--- src/rtl/audio_pkg.sv ---
// Shared audio definitions: default widths and the sample-pair type used by
// both the DAC transmitter and the ADC receiver.
`timescale 1ns/1ps
package audio_pkg;

    localparam int AUDIO_DATA_W      = 16;
    localparam int AUDIO_SYNC_STAGES = 2;

    typedef struct packed {
        logic [AUDIO_DATA_W-1:0] left;
        logic [AUDIO_DATA_W-1:0] right;
    } sample_pair_t;

endpackage

--- src/rtl/audio_clk_sync.sv ---
// N-stage synchronizer for a codec clock. Provides the synchronized level
// and single-cycle rise/fall pulses derived from synchronized values only.
`timescale 1ns/1ps
module audio_clk_sync #(
    parameter int STAGES = 2
) (
    input  logic clk_i,
    input  logic rst_ni,
    input  logic async_i,
    output logic level_o,
    output logic rise_o,
    output logic fall_o
);

    logic [STAGES-1:0] sync_q;
    logic              prev_q;

    // Synchronizer chain plus one history flop for edge detection
    always_ff @(posedge clk_i or negedge rst_ni) begin
        if (!rst_ni) begin
            sync_q <= '0;
            prev_q <= 1'b0;
        end else begin
            sync_q <= {sync_q[STAGES-2:0], async_i};
            prev_q <= sync_q[STAGES-1];
        end
    end

    assign level_o = sync_q[STAGES-1];
    assign rise_o  = sync_q[STAGES-1] & ~prev_q;
    assign fall_o  = ~sync_q[STAGES-1] & prev_q;

endmodule

--- src/rtl/audio_dac_tx.sv ---
// I2S transmitter toward a master-mode codec. One sample pair is buffered in
// a holding register, handed to the frame registers at each left boundary,
// and each channel is shifted out MSB first after a one-BCLK delay slot.
`timescale 1ns/1ps
module audio_dac_tx
    import audio_pkg::*;
#(
    parameter int DATA_W      = AUDIO_DATA_W,
    parameter int SYNC_STAGES = AUDIO_SYNC_STAGES
) (
    input  logic              clk_clk,
    input  logic              reset_reset_n,
    input  logic              audio_interface_BCLK,
    input  logic              audio_interface_DACLRCK,
    output logic              audio_interface_DACDAT,
    input  logic [DATA_W-1:0] sample_left,
    input  logic [DATA_W-1:0] sample_right,
    input  logic              sample_valid,
    output logic              sample_ready,
    output logic              underrun
);

    localparam int CNT_W = $clog2(DATA_W + 1);

    logic bclk_level_unused, bclk_rise_unused, bfall;
    logic lrck, lrck_rise_unused, lrck_fall_unused;

    audio_clk_sync #(.STAGES(SYNC_STAGES)) u_bclk_sync (
        .clk_i  (clk_clk),
        .rst_ni (reset_reset_n),
        .async_i(audio_interface_BCLK),
        .level_o(bclk_level_unused),
        .rise_o (bclk_rise_unused),
        .fall_o (bfall)
    );

    audio_clk_sync #(.STAGES(SYNC_STAGES)) u_lrck_sync (
        .clk_i  (clk_clk),
        .rst_ni (reset_reset_n),
        .async_i(audio_interface_DACLRCK),
        .level_o(lrck),
        .rise_o (lrck_rise_unused),
        .fall_o (lrck_fall_unused)
    );

    logic [DATA_W-1:0] hold_l_q, hold_l_d, hold_r_q, hold_r_d;
    logic              hold_full_q, hold_full_d;
    logic [DATA_W-1:0] frame_l_q, frame_l_d, frame_r_q, frame_r_d;
    logic [DATA_W-1:0] shift_q, shift_d;
    logic [CNT_W-1:0]  cnt_q, cnt_d;
    logic              dacdat_q, dacdat_d;
    logic              underrun_q, underrun_d;
    logic              prev_lrck_q, prev_lrck_d;
    logic              seen_left_q, seen_left_d;

    logic              hs, left_bnd, right_bnd;
    logic [DATA_W-1:0] next_l, next_r;

    // Boundaries compare LRCK at this bfall against LRCK at the previous bfall
    assign left_bnd  = bfall & ~lrck &  prev_lrck_q;
    assign right_bnd = bfall &  lrck & ~prev_lrck_q;
    assign hs        = sample_valid & ~hold_full_q;
    // An empty holding register at a left boundary sends silence
    assign next_l    = hold_full_q ? hold_l_q : '0;
    assign next_r    = hold_full_q ? hold_r_q : '0;

    // Next-state: holding register, frame hand-off and serializer
    always_comb begin
        hold_l_d    = hold_l_q;
        hold_r_d    = hold_r_q;
        hold_full_d = hs | (hold_full_q & ~left_bnd);
        frame_l_d   = frame_l_q;
        frame_r_d   = frame_r_q;
        shift_d     = shift_q;
        cnt_d       = cnt_q;
        dacdat_d    = dacdat_q;
        underrun_d  = 1'b0;
        prev_lrck_d = prev_lrck_q;
        seen_left_d = seen_left_q;

        if (hs) begin
            hold_l_d = sample_left;
            hold_r_d = sample_right;
        end
        if (bfall) prev_lrck_d = lrck;

        if (left_bnd) begin
            // Old pair (q values) goes to the frames even if a new one lands now
            frame_l_d   = next_l;
            frame_r_d   = next_r;
            underrun_d  = ~hold_full_q;
            seen_left_d = 1'b1;
            shift_d     = next_l;
            cnt_d       = CNT_W'(DATA_W);
            dacdat_d    = 1'b0;
        end else if (right_bnd) begin
            // Before the first left boundary there is no valid right word
            shift_d  = seen_left_q ? frame_r_q : '0;
            cnt_d    = CNT_W'(DATA_W);
            dacdat_d = 1'b0;
        end else if (bfall) begin
            if (cnt_q != '0) begin
                dacdat_d = shift_q[DATA_W-1];
                shift_d  = shift_q << 1;
                cnt_d    = cnt_q - CNT_W'(1);
            end else begin
                dacdat_d = 1'b0;
            end
        end
    end

    // State registers
    always_ff @(posedge clk_clk or negedge reset_reset_n) begin
        if (!reset_reset_n) begin
            hold_l_q    <= '0;
            hold_r_q    <= '0;
            hold_full_q <= 1'b0;
            frame_l_q   <= '0;
            frame_r_q   <= '0;
            shift_q     <= '0;
            cnt_q       <= '0;
            dacdat_q    <= 1'b0;
            underrun_q  <= 1'b0;
            prev_lrck_q <= 1'b0;
            seen_left_q <= 1'b0;
        end else begin
            hold_l_q    <= hold_l_d;
            hold_r_q    <= hold_r_d;
            hold_full_q <= hold_full_d;
            frame_l_q   <= frame_l_d;
            frame_r_q   <= frame_r_d;
            shift_q     <= shift_d;
            cnt_q       <= cnt_d;
            dacdat_q    <= dacdat_d;
            underrun_q  <= underrun_d;
            prev_lrck_q <= prev_lrck_d;
            seen_left_q <= seen_left_d;
        end
    end

    assign audio_interface_DACDAT = dacdat_q;
    assign underrun               = underrun_q;
    assign sample_ready           = ~hold_full_q;

endmodule

--- config.mk ---
export PLATFORM = sky130hd
export DESIGN_NAME = audio_dac_tx
export DESIGN_NICKNAME = d
export VERILOG_FILES = /design/src/rtl/audio_pkg.sv /design/src/rtl/audio_clk_sync.sv /design/src/rtl/audio_dac_tx.sv
export SDC_FILE = /design/constraint.sdc
export NUM_CORES = 1
export LEC_CHECK = 0
export CORE_ASPECT_RATIO = 0.9
export CORE_MARGIN = 10
export CORE_UTILIZATION = 50
export CTS_CLUSTER_SIZE = 25
export DETAILED_ROUTE_END_ITERATION = 16
export GPL_ROUTABILITY_DRIVEN = 1
export PLACE_DENSITY = 0.72
export SLEW_MARGIN = 30
export SYNTH_ARGS = -nofsm -noshare
export SYNTH_HDL_FRONTEND = slang
export SYNTH_SLANG_ARGS = --single-unit
--- constraint.sdc ---
create_clock -name clk_clk -period 4.1 [get_ports clk_clk]
set_clock_uncertainty 0.1 [all_clocks]
set_input_delay 0.41 -clock clk_clk [delete_from_list [all_inputs] [get_ports clk_clk]]
set_output_delay 0.41 -clock clk_clk [all_outputs]
set_load 0.1 [all_outputs]
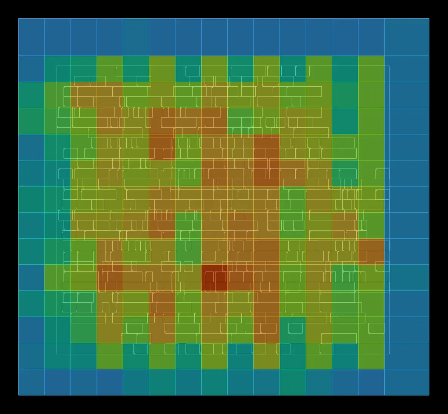
run_1/final_congestion.png
met2 Usage GRT: 20.5%
overall routing resource usage: 13.6%
GR Util met1: 18.3%
grt peak-use layer: met2

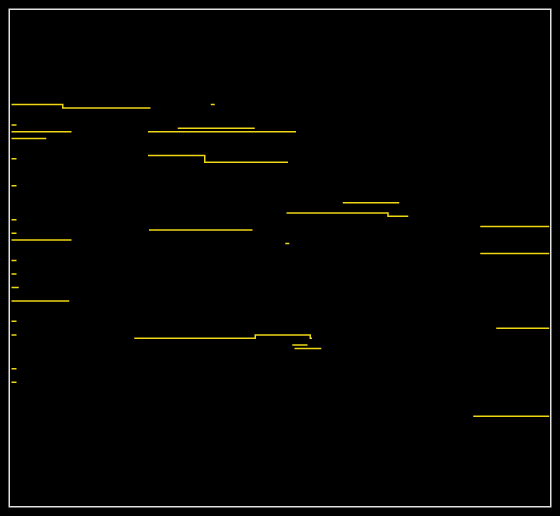
run_1/met3.png
26 nets have wire on it. The layer carries 306 microns of wire. The longest straight run is 29.4 microns. The wires run mostly horizontal.
M3 GR Usage: 4.52%
DRT Wirelength: 7020 microns
Vias: 2364

==> run summary, run 1 <==
ANT cells -> 0
main flop type -> dfrtp_1
Largest delay share family, worst path -> buffers and inverters
mux frac, synth -> 10.2%
maxcap violations -> 0
PwrDens -> 632 nW/um^2
crit path to -> sample_ready
crit-path max FO -> 27
total gr overflow -> 0
Post-Synth Adder-Cell Area -> 0.356%
Post-CTS Setup Bufs -> 0
clk buf depth -> 2
status -> finished with violations
Hold WS -> -21.5 ps
number of buffers created by CTS -> 9
clock root buffer -> clkbuf_8
YS warnings -> 0
drt drc -> 0
global-route wire length before repair -> 11900 microns
unrepaired setup endpoints after global routing -> false
final hold violation count -> 17
flip-flops with a built-in enable -> 0
Late-Pin Clk Latency -> 350 ps
failing checks -> negative hold slack
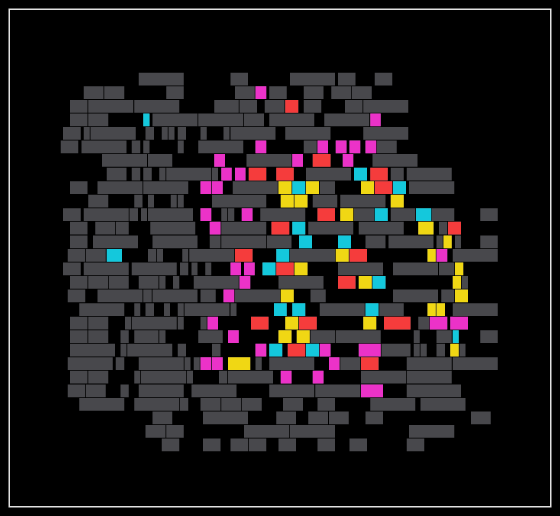
run_1/gate_families.png
Yellow shows inverting AOI/OAI gates, cells 25. Red shows AND-OR and OR-AND gates, cells 18, where center. Magenta shows AND and OR gates, cells 35, where center. Cyan shows NOR gates, cells 19, where center.
Comb area share: 34.0%
dominant logic cell type in the layout: dfrtp_1
non-filler cells, final: 424

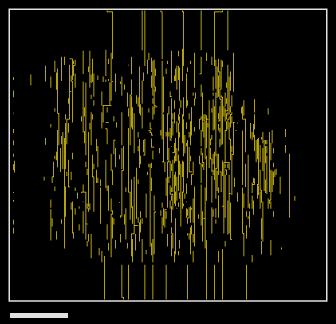
run_1/met2.png
Bar = 20 microns.
The layer carries 3230 microns of wire. The longest straight run is 37.7 microns.

-- run 1: routing by layer --
layer	global-route usage, %	up-vias	part of all wire [%]
met3	4.52	8	4.4
met2	20.5	41	46
met4	3.34	0	1.0
met5	0	-	0
met1	18.3	1168	49
li1	-	1147	-
-- run 1: registers in the layout (all words and copies together) (netlist names) --
name,count
cnt_q,5
hold_l_q,16
shift_q,16
u_bclk_sync.sync_q,2
u_bclk_sync.prev_q,1
underrun,1
hold_r_q,16
audio_interface_DACDAT,1
seen_left_q,1
hold_full_q,1
prev_lrck_q,1
u_lrck_sync.sync_q,2
frame_r_q,16
-- run 1: Yosys cell counts (all sizes together), types with 3 or more instances --
master | n | area [sq um]
a21oi | 4 | 20.0
a22oi | 15 | 113
and3 | 30 | 188
buf | 16 | 86.3
clkbuf | 9 | 33.8
dfrtp | 79 | 1980
inv | 4 | 15.0
mux2 | 32 | 360
nand2 | 37 | 139
nand3 | 20 | 100
nor3b | 15 | 113
o21ai | 3 | 15.0
o32a | 15 | 150
-- run 1: where the power goes --
| group | switching (mW) | internal (mW) | leakage (nW) |
|---|---|---|---|
| clock | 0.282 | 0.347 | 0.107 |
| sequential | 0.194 | 1.11 | 0.954 |
| combinational | 0.334 | 0.348 | 0.788 |
| total | 0.810 | 1.81 | 1.85 |
-- run 1: final cells by class --
cell class              count  area [sq um]
clock inverters             6          93.8
repair buffers             41           407
fillers                   535          2550
flip-flops and latches     79          1980
multi-input cells         194          1410
inverters                   4          15.0
clock buffers              10           128
well taps                  90           113
-- run 1: kinds of logic after synthesis --
family | Yosys count
xor gates and xnor gates | 2
buffers and inverters | 29
adders and majority gates | 1
muxes | 32
and+or+nand+nor | 116
DFF | 79
AOI/OAI and AO/OA | 43
run_1/registers.png
Bar = 20 microns. Other sequential cells in the stronger gray, the rest of the logic in the fainter gray.
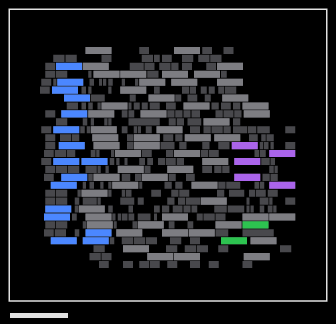

==> run 2: changes to the inputs <==
- PLACE_DENSITY: 0.72 -> 0.75
- clock period: 4.1 -> 2.3 ns (I/O delays scaled with it)
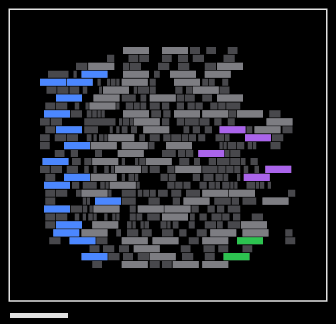
run_2/registers.png
Bar = 20 microns. Other sequential cells in the stronger gray, the rest of the logic in the fainter gray.
Purple shows `cnt_q`, placed flops 5, where middle right. Green shows `u_bclk_sync.sync_q`, placed flops 2. Blue shows `hold_r_q`, placed flops 16.
Another 56 sequential cells are not colored.
flip-flop and latch power: 2.32 mW
sequential standard cell area: 1980 sq um
Layout Utilization: 62.9%
Seq/total area: 46.9%

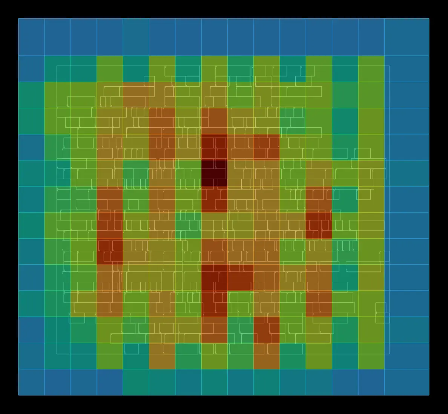
run_2/final_congestion.png
GR Util met1: 18.3%
M3 GR Usage: 4.77%
met2 Usage GRT: 22.5%
Routed WL per cell: 16.6 microns

==> run 2 against run 1 <==
- the flow now finishes without violations
- clock power is 62% higher
- largest cell class unchanged
- utilization is 1.0 points higher
- die size stayed put
- first-iteration DRC count is 3.5% lower
- non-clock buffer count is 12 higher
- critical path type is now reg -> reg
- synthesized area stayed put
==> run summary, run 2 <==
sequential share of power -> 50.2%
clock group share of total power -> 22.0%
maxcap violations -> 0
Hold WS -> 227 ps
# fillers -> 525
main flop type -> dfrtp_1
WL met2 -> 3520 microns
clk buf depth -> 2
comb pwr -> 1.29 mW
YS warnings -> 0
PwrDens -> 1100 nW/um^2
Pint -> 3.18 mW
total gr overflow -> 0
grt peak-use layer -> met2
Max Used Layer -> met4
Gate power share -> 27.8%
crit-path max FO -> 32
ANT cells -> 0
Comb area -> 1410 sq um
Dominant cell area share -> 56.2%
clock root buffer -> clkbuf_8
unrepaired setup endpoints after global routing -> false
flip-flops with a built-in enable -> 0
dominant logic cell type in the layout -> dfrtp_1
Late-Pin Clk Latency -> 340 ps
most frequent cell after synthesis -> dfrtp_1
leading area contributor after synthesis -> dfrtp_1
power in the clock group -> 1.02 mW
Net Switching -> 1.46 mW
overall routing resource usage -> 14.3%
met1 wire length -> 3280 microns
met3 WL -> 391 microns
number of buffers created by CTS -> 9
status -> finished clean
-- run 2: cell count changes in the layout (fill, tap and decap cells not counted), moves of 2 or more --
cell	previous run	this run
buf_4	2	16
clkdlybuf4s50_1	38	35
clkinv_4	2	0
clkinvlp_4	1	3
-- run 2: worst paths after layout --
path                                                 start                              end  slack, ps
setup / recovery              u_bclk_sync.prev_q$_DFF_PN0_          shift_q[12]$_DFFE_PN0P_        260
hold / removal                        audio_interface_BCLK  u_bclk_sync.sync_q[0]$_DFF_PN0_        230
setup reg to reg              u_bclk_sync.prev_q$_DFF_PN0_          shift_q[12]$_DFFE_PN0P_        260
hold reg to reg            u_bclk_sync.sync_q[0]$_DFF_PN0_  u_bclk_sync.sync_q[1]$_DFF_PN0_        260
max in group asynchronous                    reset_reset_n         frame_r_q[5]$_DFFE_PN0P_       1130
min in group asynchronous                    reset_reset_n             cnt_q[0]$_DFFE_PN0P_        350
-- run 2: repair_timing --
item,CTS,global route
buffers inserted,0,0
hold endpoints to repair,46,0
hold buffers,1,0
-- run 2: cells by family after synthesis --
| kind of cell | after synthesis | synth area share [%] |
|---|---|---|
| simple gates | 116 | 18.5 |
| xor+xnor | 2 | 0.712 |
| flops | 79 | 56.2 |
| buf+inv | 29 | 3.84 |
| compound gates | 43 | 10.1 |
| fa+ha+maj | 1 | 0.356 |
| mux | 32 | 10.2 |
-- run 2: critical path, stage by stage, from the launching register on --
cell and delay [ps]:
dfrtp_1 710, and4bb_2 750, and3_1 260, o32a_1 140
-- run 2: cell type report --
class	count	area share, %
Timing Repair Buffer	53	11.9
Clock inverter	5	1.37
Clock buffer	11	3.36
Sequential cell	79	46.9
Tap cell	90	2.67
Multi-Input combinational cell	194	33.4
Inverter	4	0.357
run_2/met3.png
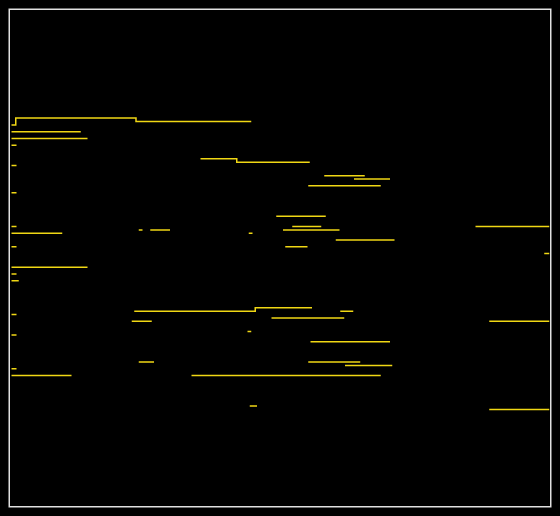

==> run 3: changes to the inputs <==
- ABC_AREA: not set -> 1
- HOLD_SLACK_MARGIN: not set -> 0.02
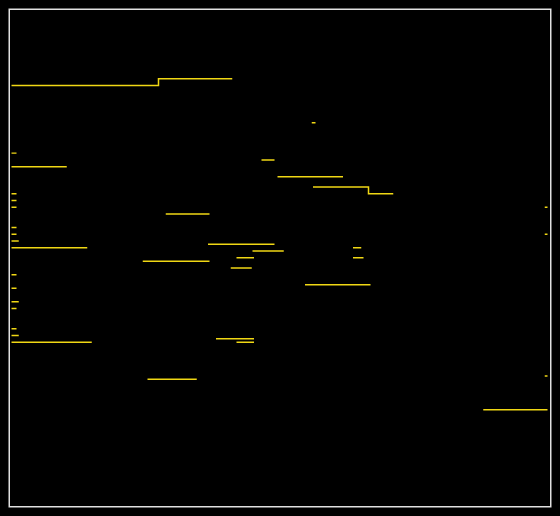
run_3/met3.png
The wires run mostly horizontal. 30 nets have wire on it.
DRT Wirelength: 6940 microns
M3 GR Usage: 3.65%
Vias: 2557

==> run 3 against run 2 <==
- worst hold slack worse by 9.9 ps
- count of clock-buffer cells in the layout down 1
- global-route usage down 0.86 points
- design area up 0.45%
- sequential power about the same
- register-to-register slack better by 140 ps
- non-clock buffer count down 9
==> run summary, run 3 <==
crit-path max FO -> 27
mux frac, synth -> 8.26%
dominant logic cell type in the layout -> nand2_1
Net Sw Frac -> 32.2%
number of buffers created by CTS -> 9
ANT cells -> 0
maxcap violations -> 0
flip-flops with a built-in enable -> 0
slowest stage delay, CP -> 590 ps
Comb area share -> 30.9%
YS warnings -> 0
flip-flop and latch power -> 2.32 mW
Late-Pin Clk Latency -> 350 ps
comb pwr -> 1.39 mW
Net Switching -> 1.59 mW
PwrDens -> 1170 nW/um^2
Signal buf overhead -> 10.5%
leading area contributor after synthesis -> dfrtp_1
Post-Synth Simple-Gate Area -> 22.7%
total gr overflow -> 0
registers -> 79
final hold violation count -> 0
Gate power share -> 28.3%
XOR-XNOR Cells, Area Fraction -> 0.494%
sequential share of power -> 47.1%
sequential standard cell area -> 1980 sq um
Post-Synth Adder-Cell Area -> 0.353%
Commonest cells post-synth -> 129 x nand2_1, 79 x dfrtp_1, 34 x inv_1
Pwr top -> sequential cells
most frequent cell after synthesis -> nand2_1
Largest delay share family, worst path -> simple AND/OR/NAND/NOR gates
Post-CTS Setup Bufs -> 0
drt drc -> 0
power in the clock group -> 1.21 mW
Routed WL per cell -> 13.7 microns
status -> finished clean
unrepaired setup endpoints after global routing -> false
CP Buf/Inv Count -> 1
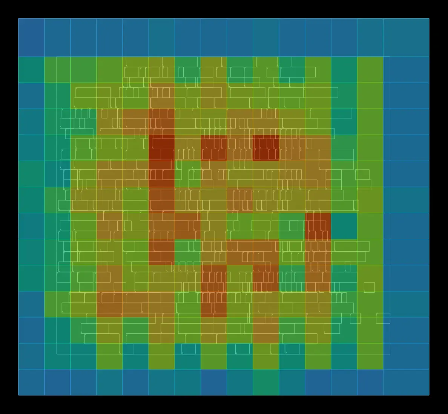
run_3/final_congestion.png
Layout Utilization: 60.7%
overall routing resource usage: 13.5%
GR Util met1: 17.6%
met2 Usage GRT: 20.6%

[run 3: final timing paths]
check	start	end	slack [ps]	depth (start not counted)
setup / recovery	u_lrck_sync.sync_q[1]$_DFF_PN0_	frame_r_q[12]$_DFFE_PN0P_	400	5
hold / removal	audio_interface_DACLRCK	u_lrck_sync.sync_q[0]$_DFF_PN0_	220	1
setup reg to reg	u_lrck_sync.sync_q[1]$_DFF_PN0_	frame_r_q[12]$_DFFE_PN0P_	400	5
hold reg to reg	u_bclk_sync.sync_q[0]$_DFF_PN0_	u_bclk_sync.sync_q[1]$_DFF_PN0_	250	0
max in group asynchronous	reset_reset_n	shift_q[5]$_DFFE_PN0P_	1180	3
min in group asynchronous	reset_reset_n	u_bclk_sync.prev_q$_DFF_PN0_	340	2
[run 3: repair_timing]
| item | in CTS | in global routing |
|---|---|---|
| hold buffers | 1 | 0 |
| endpoints found under the setup margin | 0 | 0 |
| endpoints found under the hold margin | 47 | 0 |
[run 3: metal layers]
metal,global-route usage (%),vias up,share of wire [%]
met5,0,-,0
li1,-,1266,-
met3,3.65,8,3.3
met4,5.78,0,1.2
met2,20.6,50,49
met1,17.6,1233,46
[run 3: stage by stage]
| stage | instance area (sq um) | instances | utilization (%) | worst slack, ps | hold slack [ps] |
|---|---|---|---|---|---|
| final | 4230 | 507 | 60.7 | 401 | 217 |
| after global routing | 4230 | 507 | 60.7 | 150 | 210 |
| after CTS | 4230 | 507 | 60.7 | 385 | 205 |
| after detailed placement | 3980 | 490 | 57.2 | 409 | 181 |
| after global placement | 3980 | 490 | 57.2 | 497 | 176 |
| after floorplan | 3550 | 373 | - | 331 | -166 |
Power is estimated from default activity; no workload was simulated.
